### Signal wires by layer, run 1

(8 px per um)
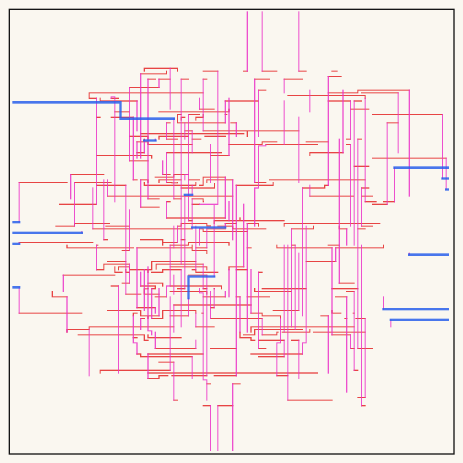
### Supply network, run 1

(6 px per um) Pins as bars on the die edge. Tap cells in gray.
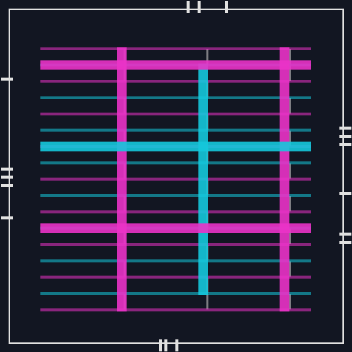
### Clock nets, run 1

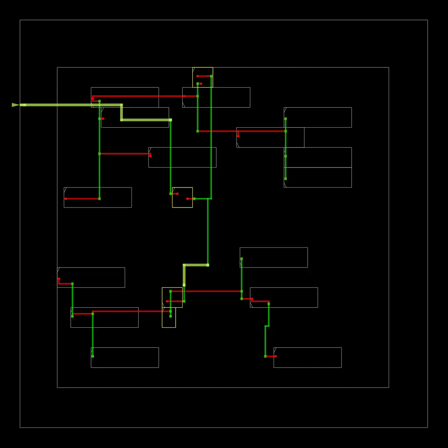
[src/rtl/seq_code_lock_pkg.sv]
// Shared types and width helpers for the serial code lock.
//   lock_state_e : FSM state encoding (all four 2-bit codes are used)
//   clog2w       : ceil(log2(v)) clamped to at least 1 so zero-width vectors never occur
//   max_int      : larger of two integers, used to size the shared hold timer
package seq_lock_pkg;

    typedef enum logic [1:0] {
        ENTRY    = 2'd0,
        UNLOCKED = 2'd1,
        LOCKOUT  = 2'd2,
        ALARM    = 2'd3
    } lock_state_e;

    function automatic int clog2w(input int v);
        int r;
        r = $clog2(v);
        return (r < 1) ? 1 : r;
    endfunction

    function automatic int max_int(input int a, input int b);
        return (a > b) ? a : b;
    endfunction

endpackage

[src/rtl/seq_code_lock_if.sv]
// Symbol/code/status bundle between the keypad front-end and the code lock.
//   master : front-end side, drives sym_valid/sym/code_load/code_in, reads status
//   slave  : lock side, reads symbols and code loads, drives
//            unlocked/locked_out/alarm/progress/tries_left
interface seq_code_lock_if #(
    parameter int SYM_W     = 1,
    parameter int CODE_LEN  = 4,
    parameter int MAX_TRIES = 3
);
    import seq_lock_pkg::*;

    localparam int PW = clog2w(CODE_LEN + 1);
    localparam int FW = clog2w(MAX_TRIES + 1);

    logic                      sym_valid;
    logic [SYM_W-1:0]          sym;
    logic                      code_load;
    logic [CODE_LEN*SYM_W-1:0] code_in;
    logic                      unlocked;
    logic                      locked_out;
    logic                      alarm;
    logic [PW-1:0]             progress;
    logic [FW-1:0]             tries_left;

    modport master (
        output sym_valid, sym, code_load, code_in,
        input  unlocked, locked_out, alarm, progress, tries_left
    );

    modport slave (
        input  sym_valid, sym, code_load, code_in,
        output unlocked, locked_out, alarm, progress, tries_left
    );

endinterface

[src/rtl/seq_code_lock_timer.sv]
// Loadable down-counter shared by the unlock hold and the lockout.
// Ports:
//   clk, reset : clock, asynchronous active-high reset (value -> 0)
//   load       : take load_val at this edge (wins over counting)
//   load_val   : value to load (hold length minus one)
//   value      : current count; stops at zero
//   zero       : value == 0
module lock_timer #(
    parameter int W = 4
) (
    input  logic         clk,
    input  logic         reset,
    input  logic         load,
    input  logic [W-1:0] load_val,
    output logic [W-1:0] value,
    output logic         zero
);

    always_ff @(posedge clk or posedge reset) begin
        if (reset) begin
            value <= '0;
        end else if (load) begin
            value <= load_val;
        end else if (value != '0) begin
            value <= value - W'(1);
        end
    end

    assign zero = (value == '0);

endmodule

[src/rtl/seq_code_lock.sv]
// Serial code lock: matches valid-qualified symbols against a programmable
// CODE_LEN-symbol code. A full match opens the lock for UNLOCK_CYC cycles, a
// mismatch ignores input for LOCKOUT_CYC cycles, and MAX_TRIES consecutive
// mismatches latch the alarm until reset.
// Ports:
//   clk, reset : clock, asynchronous active-high reset
//   bus        : seq_code_lock_if.slave (symbols, code load, status outputs)
//
// state    | meaning
// ENTRY    | comparing incoming symbols against code[progress]
// UNLOCKED | lock open, hold timer running, code_load honoured
// LOCKOUT  | wrong entry, input ignored while timer runs
// ALARM    | too many failures, terminal until reset
module seq_code_lock
    import seq_lock_pkg::*;
#(
    parameter int                          SYM_W        = 1,
    parameter int                          CODE_LEN     = 4,
    parameter logic [CODE_LEN*SYM_W-1:0]   DEFAULT_CODE = '0,
    parameter int                          UNLOCK_CYC   = 10,
    parameter int                          LOCKOUT_CYC  = 16,
    parameter int                          MAX_TRIES    = 3
) (
    input logic           clk,
    input logic           reset,
    seq_code_lock_if.slave bus
);

    localparam int PW = clog2w(CODE_LEN + 1);
    localparam int FW = clog2w(MAX_TRIES + 1);
    localparam int TW = clog2w(max_int(UNLOCK_CYC, LOCKOUT_CYC));

    localparam logic [TW-1:0] UNLOCK_LD  = TW'(UNLOCK_CYC - 1);
    localparam logic [TW-1:0] LOCKOUT_LD = TW'(LOCKOUT_CYC - 1);

    lock_state_e               state_r, state_n;
    logic [CODE_LEN*SYM_W-1:0] code_r;
    logic [PW-1:0]             progress_r, progress_n;
    logic [FW-1:0]             fail_r, fail_n, fail_inc;
    logic [SYM_W-1:0]          cur_sym;
    logic                      tmr_load;
    logic [TW-1:0]             tmr_val;
    logic [TW-1:0]             tmr_value;
    logic                      tmr_zero;

    lock_timer #(.W(TW)) u_timer (
        .clk      (clk),
        .reset    (reset),
        .load     (tmr_load),
        .load_val (tmr_val),
        .value    (tmr_value),
        .zero     (tmr_zero)
    );

    // Symbol expected next; a loop avoids an out-of-range part-select if
    // progress ever holds a value >= CODE_LEN.
    always_comb begin
        cur_sym = '0;
        for (int i = 0; i < CODE_LEN; i++) begin
            if (int'(progress_r) == i) cur_sym = code_r[i*SYM_W +: SYM_W];
        end
    end

    assign fail_inc = fail_r + FW'(1);

    always_ff @(posedge clk or posedge reset) begin
        if (reset) begin
            state_r    <= ENTRY;
            progress_r <= '0;
            fail_r     <= '0;
        end else begin
            state_r    <= state_n;
            progress_r <= progress_n;
            fail_r     <= fail_n;
        end
    end

    always_ff @(posedge clk or posedge reset) begin
        if (reset) begin
            code_r <= DEFAULT_CODE;
        end else if (state_r == UNLOCKED && bus.code_load) begin
            code_r <= bus.code_in;
        end
    end

    always_comb begin
        state_n    = state_r;
        progress_n = progress_r;
        fail_n     = fail_r;
        tmr_load   = 1'b0;
        tmr_val    = '0;
        case (state_r)
            ENTRY: begin
                if (bus.sym_valid) begin
                    if (bus.sym == cur_sym) begin
                        if (progress_r == PW'(CODE_LEN - 1)) begin
                            state_n    = UNLOCKED;
                            progress_n = '0;
                            fail_n     = '0;
                            tmr_load   = 1'b1;
                            tmr_val    = UNLOCK_LD;
                        end else begin
                            progress_n = progress_r + PW'(1);
                        end
                    end else begin
                        progress_n = '0;
                        fail_n     = fail_inc;
                        if (fail_inc == FW'(MAX_TRIES)) begin
                            state_n = ALARM;
                        end else begin
                            state_n  = LOCKOUT;
                            tmr_load = 1'b1;
                            tmr_val  = LOCKOUT_LD;
                        end
                    end
                end
            end
            UNLOCKED: begin
                if (tmr_zero) state_n = ENTRY;
            end
            LOCKOUT: begin
                if (tmr_zero) begin
                    state_n    = ENTRY;
                    progress_n = '0;
                end
            end
            ALARM: begin
            end
            default: begin
                state_n    = ENTRY;
                progress_n = '0;
            end
        endcase
    end

    assign bus.unlocked   = (state_r == UNLOCKED);
    assign bus.locked_out = (state_r == LOCKOUT);
    assign bus.alarm      = (state_r == ALARM);
    assign bus.progress   = progress_r;
    assign bus.tries_left = FW'(MAX_TRIES) - fail_r;

endmodule

[src/flat_wrapper.sv]
// flat-port wrapper written by rule: the top's interface ports become plain ports
module seq_code_lock_flat import seq_lock_pkg::*;
#(
    parameter int                          SYM_W        = 1,
    parameter int                          CODE_LEN     = 4,
    parameter logic [CODE_LEN*SYM_W-1:0]   DEFAULT_CODE = '0,
    parameter int                          UNLOCK_CYC   = 10,
    parameter int                          LOCKOUT_CYC  = 16,
    parameter int                          MAX_TRIES    = 3
)
  (clk, reset, bus_sym_valid, bus_sym, bus_code_load, bus_code_in, bus_unlocked, bus_locked_out, bus_alarm, bus_progress, bus_tries_left);
  seq_code_lock_if #(.SYM_W(SYM_W), .CODE_LEN(CODE_LEN), .MAX_TRIES(MAX_TRIES)) bus_i ();
  input logic clk;
  input logic reset;
  input wire logic [$bits(bus_i.sym_valid)-1:0] bus_sym_valid;
  input wire logic [$bits(bus_i.sym)-1:0] bus_sym;
  input wire logic [$bits(bus_i.code_load)-1:0] bus_code_load;
  input wire logic [$bits(bus_i.code_in)-1:0] bus_code_in;
  output wire logic [$bits(bus_i.unlocked)-1:0] bus_unlocked;
  output wire logic [$bits(bus_i.locked_out)-1:0] bus_locked_out;
  output wire logic [$bits(bus_i.alarm)-1:0] bus_alarm;
  output wire logic [$bits(bus_i.progress)-1:0] bus_progress;
  output wire logic [$bits(bus_i.tries_left)-1:0] bus_tries_left;
  assign bus_i.sym_valid = bus_sym_valid;
  assign bus_i.sym = bus_sym;
  assign bus_i.code_load = bus_code_load;
  assign bus_i.code_in = bus_code_in;
  assign bus_unlocked = bus_i.unlocked;
  assign bus_locked_out = bus_i.locked_out;
  assign bus_alarm = bus_i.alarm;
  assign bus_progress = bus_i.progress;
  assign bus_tries_left = bus_i.tries_left;
  seq_code_lock #(.SYM_W(SYM_W), .CODE_LEN(CODE_LEN), .DEFAULT_CODE(DEFAULT_CODE), .UNLOCK_CYC(UNLOCK_CYC), .LOCKOUT_CYC(LOCKOUT_CYC), .MAX_TRIES(MAX_TRIES)) u_core (.clk(clk), .reset(reset), .bus(bus_i));
endmodule
[config.mk]
export PLATFORM = sky130hd
export DESIGN_NAME = seq_code_lock_flat
export DESIGN_NICKNAME = d
export VERILOG_FILES = /design/src/rtl/seq_code_lock_pkg.sv /design/src/rtl/seq_code_lock_if.sv /design/src/rtl/seq_code_lock_timer.sv /design/src/rtl/seq_code_lock.sv /design/src/flat_wrapper.sv
export SDC_FILE = /design/constraint.sdc
export NUM_CORES = 1
export LEC_CHECK = 0
export CAP_MARGIN = 20
export CORE_MARGIN = 5
export CORE_UTILIZATION = 46
export CTS_CLUSTER_DIAMETER = 100
export DETAILED_ROUTE_END_ITERATION = 6
export PLACE_DENSITY = 0.71
export SETUP_SLACK_MARGIN = 0.1
export SYNTH_ARGS = -nofsm -noshare
export SYNTH_HDL_FRONTEND = slang
export SYNTH_SLANG_ARGS = --single-unit
export TNS_END_PERCENT = 5
[constraint.sdc]
create_clock -name clk -period 4.9 [get_ports clk]
set_input_delay 0.49 -clock clk [delete_from_list [all_inputs] [get_ports clk]]
set_output_delay 0.49 -clock clk [all_outputs]
set_load 0.02 [all_outputs]
==> out/results.txt, run 1 <==
status: complete, no violations
Post-Synthesis Mean Instance Area: 11.2 um2
number of nets with antenna violations after detailed routing: 0
fraction of layout instances using a drive strength above 1: 0.173
Max Fanout on Critical Path: 5
cell at the root of the clock tree: clkbuf_4
grt ovf: 0
vertical die dimension: 55.4 um
number of search-and-repair iterations in the first detailed-routing pass: 4
Design Power: 0.000744 W
clock-pin slew on the worst setup and hold paths: 90 ps
Area-dominant class: combinational gates
Worst Skew: 1.31 ps
Sequential Power Share: 0.304
static power due to leakage: 0.521 nW
beginning of the worst hold path: u_core.fail_r[0]
maximum count of clock buffers along a single path: 2
endpoint type of the worst setup path: flop
share of cell area taken by muxes after synthesis: 0.0594
post-layout minimum cycle time: 2180 ps
WP buf/inv: 1
number of flops mapped to enable cells by yosys: 0
number of diodes: 0
R2R Path End: u_core.bus.progress[0]
final-report hold violation count: 0
I/O Buffers: 16
total number of warnings across the stage logs: 32
cell-by-cell listing of the critical path: inv_1 > ha_1 > nand3b_4 > a2111oi_4 > xor2_2 > or3_1 > nor2_1 > mux2_2
Net Count, Synth: 104
number of cells on the worst hold path: 1
number of standard cells reported by yosys: 85
most frequent cells in the layout: 16 x clkdlybuf4s50_1, 15 x dfrtp_1, 10 x inv_1, 10 x ha_1, 5 x mux2_2
top cell type by total area after synthesis: dfrtp_1
top cells by count, synth: 15 x dfrtp_1, 10 x ha_1, 10 x inv_1, 5 x mux2_2
number of setup buffers added after CTS: 0
Netlist Area Pre-Place: 948 um2
CP startpoint: u_core.bus.progress[1]
delay contributed by the slowest stage of the critical path: 420 ps
post-route non-filler standard cell count: 131
worst-case reg-to-reg path depth: 8
gate count of the mapped netlist: 85
maximum number of pins on one net before global-route repair: 16
via count of the first global-routing pass: 744
fraction of area in multi-input gates: 0.456
WL/cell: 14.0 um
global placer's final weighted congestion: 0.847
headroom to the max-slew limit: 0.613
Worst Setup Slack post-DPL: 2720 ps
required time of the critical path: 5130 ps
sink of the worst hold path: u_core.fail_r[0]
top cells by area: dfrtp_1 40%, ha_1 13%, mux2_2 5.9%
source of the worst register-to-register timing path: u_core.bus.progress[1]
family with the most delay on the worst path: simple AND/OR/NAND/NOR gates
non-clock inverter count in the final layout: 10
drc violations: 0
global routing usage summed across all routing layers: 0.132
worst supply voltage drop on vdd: 0.306 mV
Worst Path Arrival: 2410 ps
Net Switching: 0.000302 W
smallest setup slack after layout: 2720 ps
total die size: 3070 um2
flip-flop cell with the highest count after synthesis: dfrtp_1
final-report max-slew violation count: 0
setup-violating endpoint count in the final report: 0
number of DRC markers in iteration 0: 11
final total negative setup slack: 0 ps
Vias per Instance: 5.21
Top cell excl fill/tap: clkdlybuf4s50_1
Clk Latency, worst-skew pair: 290 ps
post-detailed-placement cell area: 1140 um2
yosys stat area: 948 um2
number of cells upsized or downsized after cts: 0
Async SR Flop Fraction: 1.00
power share of the clock group: 0.096
Tap Cells: 27
Back to the opening pictures, 'Signal wires by layer':
- metal 3: blue (wire length 72.6 um)
- metal 2: magenta (wire length 957 um)
- metal 1: red (wire length 806 um)

Back to the opening pictures, 'Supply network':
- VDD: cyan
- VSS: magenta
- met1 rails: 17
- met4 straps: 3
- tap cells: 27

Back to the opening pictures, 'Clock nets':
number of buffers created by CTS: 3
FFs & Latches: 15
power dissipated in the clock network: 0.0000712 W
Sinks on Clock Net: 15

-- run 1: power by group through the flow --
stage | Combinational [W] | Clock, W | Sequential, W
2_1_floorplan | 0.000338 | 0 | 0.000225
3_3_place_gp | 0.000438 | 0 | 0.000228
3_5_place_dp | 0.000450 | 0 | 0.000229
4_1_cts | 0.000452 | 0.0000750 | 0.000226
5_1_grt | 0.000498 | 0.0000798 | 0.000234
6_report | 0.000446 | 0.0000712 | 0.000227
-- run 1: layer usage --
metal	global-route usage	routed length, um	vias up
met5	0	0	-
met4	0.0625	0	0
met3	0.0373	72	0
met2	0.228	956	19
met1	0.148	806	327
li1	-	-	337
## Run 2: what changed since run 1
clock period = 2.23 ns   (was 4.9 ns; I/O delays follow)
### Sequential cells colored by netlist name, run 2

(8 px per um) Other sequential cells in the stronger gray, the rest of the logic in the fainter gray.
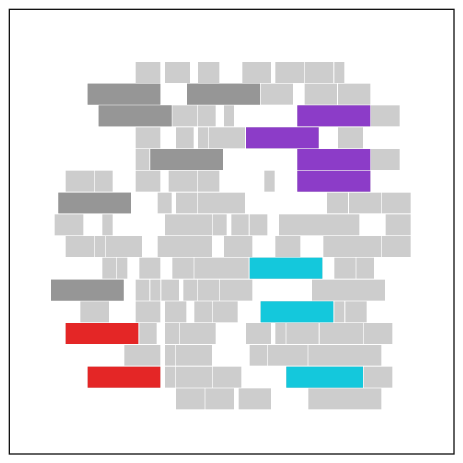
- u_core.state_r: red (sequential cells 2)
- u_core.bus.progress: cyan (sequential cells 3)
- u_core.code_r: purple (sequential cells 4)
- not colored: 6

### Signal wires by layer, run 2

(8 px per um)
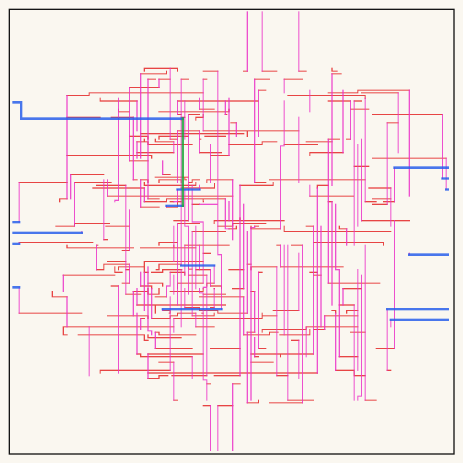
- metal 2: magenta (wire length 1060 um)
- metal 1: red (wire length 804 um)
- metal 4: green (wire length 10.9 um)
- metal 3: blue (wire length 77.2 um)

==> run 2 against run 1 <==
- global-route usage increased by 0.53 points
- sequential share of layout area is 2.8 points lower
- critical path type unchanged
- clock power grew 120%
- combinational power rose by 150%
- critical endpoint is now u_core.u_timer.value[2]
- clock-buffer cell count unchanged
- flip-flop count is the same
- die size unchanged
- utilization rose by 5.8 points
- power rose by 140%
- register-to-register slack got worse by 2600 ps
==> out/results.txt, run 2 <==
number of diodes: 0 (unchanged)
flip-flop cell with the highest count after synthesis: dfrtp_1
Worst Skew: 1.97 ps (+0.659 ps)
post-route non-filler standard cell count: 134 (+2.3%)
yosys stat area: 948 um2 (unchanged)
met2 capacity usage during global routing: 0.236 (+0.00845)
length of routed met2 wiring: 1060 um (+11%)
Vias per Instance: 5.15 (-1.2%)
power dissipated in the clock network: 0.000158 W (+120%)
power attributed to combinational cells: 0.00110 W (+150%)
WL/cell: 14.6 um (+4.2%)
Post-Synthesis Mean Instance Area: 11.2 um2 (unchanged)
drc violations: 0 (unchanged)
static power due to leakage: 0.544 nW (+4.4%)
Top cell excl fill/tap: clkdlybuf4s50_1
worst supply voltage drop on vdd: 0.799 mV (+160%)
endpoint type of the worst setup path: flop
busiest layer in global routing: met2
Netlist Area Pre-Place: 948 um2 (unchanged)
source of the worst register-to-register timing path: u_core.bus.progress[1]
status: complete, no violations
fraction of layout instances using a drive strength above 1: 0.308 (+0.135)
non-clock inverter count in the final layout: 10 (unchanged)
largest power group: combinational cells
fraction of area in multi-input gates: 0.484 (+0.0279)
top cells by area: dfrtp_1 40%, ha_1 13%, mux2_2 5.9%
CP startpoint: u_core.bus.progress[1]
total die size: 3070 um2 (unchanged)
final-report hold violation count: 0 (unchanged)
final-report max-slew violation count: 0 (unchanged)
cell-by-cell listing of the critical path: buf_4 > ha_2 > nor2b_4 > and2_1 > or3_1 > and2_4 > nor3b_4 > o22a_1
post-layout minimum cycle time: 2110 ps (-67.7 ps)
global placer's final weighted congestion: 0.847 (unchanged)
Area-dominant class: combinational gates
power share of the clock group: 0.090 (-0.006)
gate count of the mapped netlist: 85 (unchanged)
maximum count of clock buffers along a single path: 2 (unchanged)
Clk Latency, worst-skew pair: 290 ps (about the same)
number of cells upsized or downsized after cts: 6 (+6)
final total negative setup slack: 0 ps (unchanged)
total number of warnings across the stage logs: 34 (+6.3%)
via count of the first global-routing pass: 759 (+2.0%)
maximum number of pins on one net before global-route repair: 16 (unchanged)
global routing usage summed across all routing layers: 0.137 (+0.00534)
Design Power: 0.00177 W (+140%)
number of standard cells reported by yosys: 85 (unchanged)
headroom to the max-slew limit: 0.612 (about the same)
Max Fanout on Critical Path: 4 (-1)
Sinks on Clock Net: 15 (unchanged)
most frequent cells in the layout: 16 x clkdlybuf4s50_1, 14 x dfrtp_1, 8 x inv_1
family with the most delay on the worst path: simple AND/OR/NAND/NOR gates
delay contributed by the slowest stage of the critical path: 420 ps (about the same)
WP buf/inv: 1 (unchanged)
top cells by count, synth: 15 x dfrtp_1, 10 x ha_1, 10 x inv_1, 5 x mux2_2
met3 WL post-DR: 77 um (+6.9%)
clock-pin slew on the worst setup and hold paths: 90 ps (about the same)
Net Count, Synth: 104 (unchanged)
number of search-and-repair iterations in the first detailed-routing pass: 4 (unchanged)
number of buffers created by CTS: 3 (unchanged)
worst-case reg-to-reg path depth: 8 (unchanged)
Worst Setup Slack post-DPL: 48.6 ps (-2670 ps)
## run 2: cell counts after synthesis
Identical to the previous run, type by type.
## run 2: logic make-up (layout without fill, tap and decap cells)
| family | Yosys count | in the layout | share of synthesized area |
|---|---|---|---|
| AND-OR/OR-AND | 21 | 21 | 0.190 |
| AND/OR/NAND/NOR | 20 | 20 | 0.144 |
| adder cells (fa/ha/maj) | 10 | 10 | 0.132 |
| flip-flops | 15 | 15 | 0.396 |
| XOR/XNOR | 3 | 3 | 0.0356 |
| multiplexers | 5 | 5 | 0.0594 |
| buffers and inverters | 11 | 33 | 0.0435 |
## run 2: per-stage QoR
step,util,instance area (um2)
final,0.652,1280
after global routing,0.652,1280
after CTS,0.617,1210
after detailed placement,0.580,1140
after global placement,0.580,1140
after floorplan,-,948
Power and IR drop assume default switching activity.
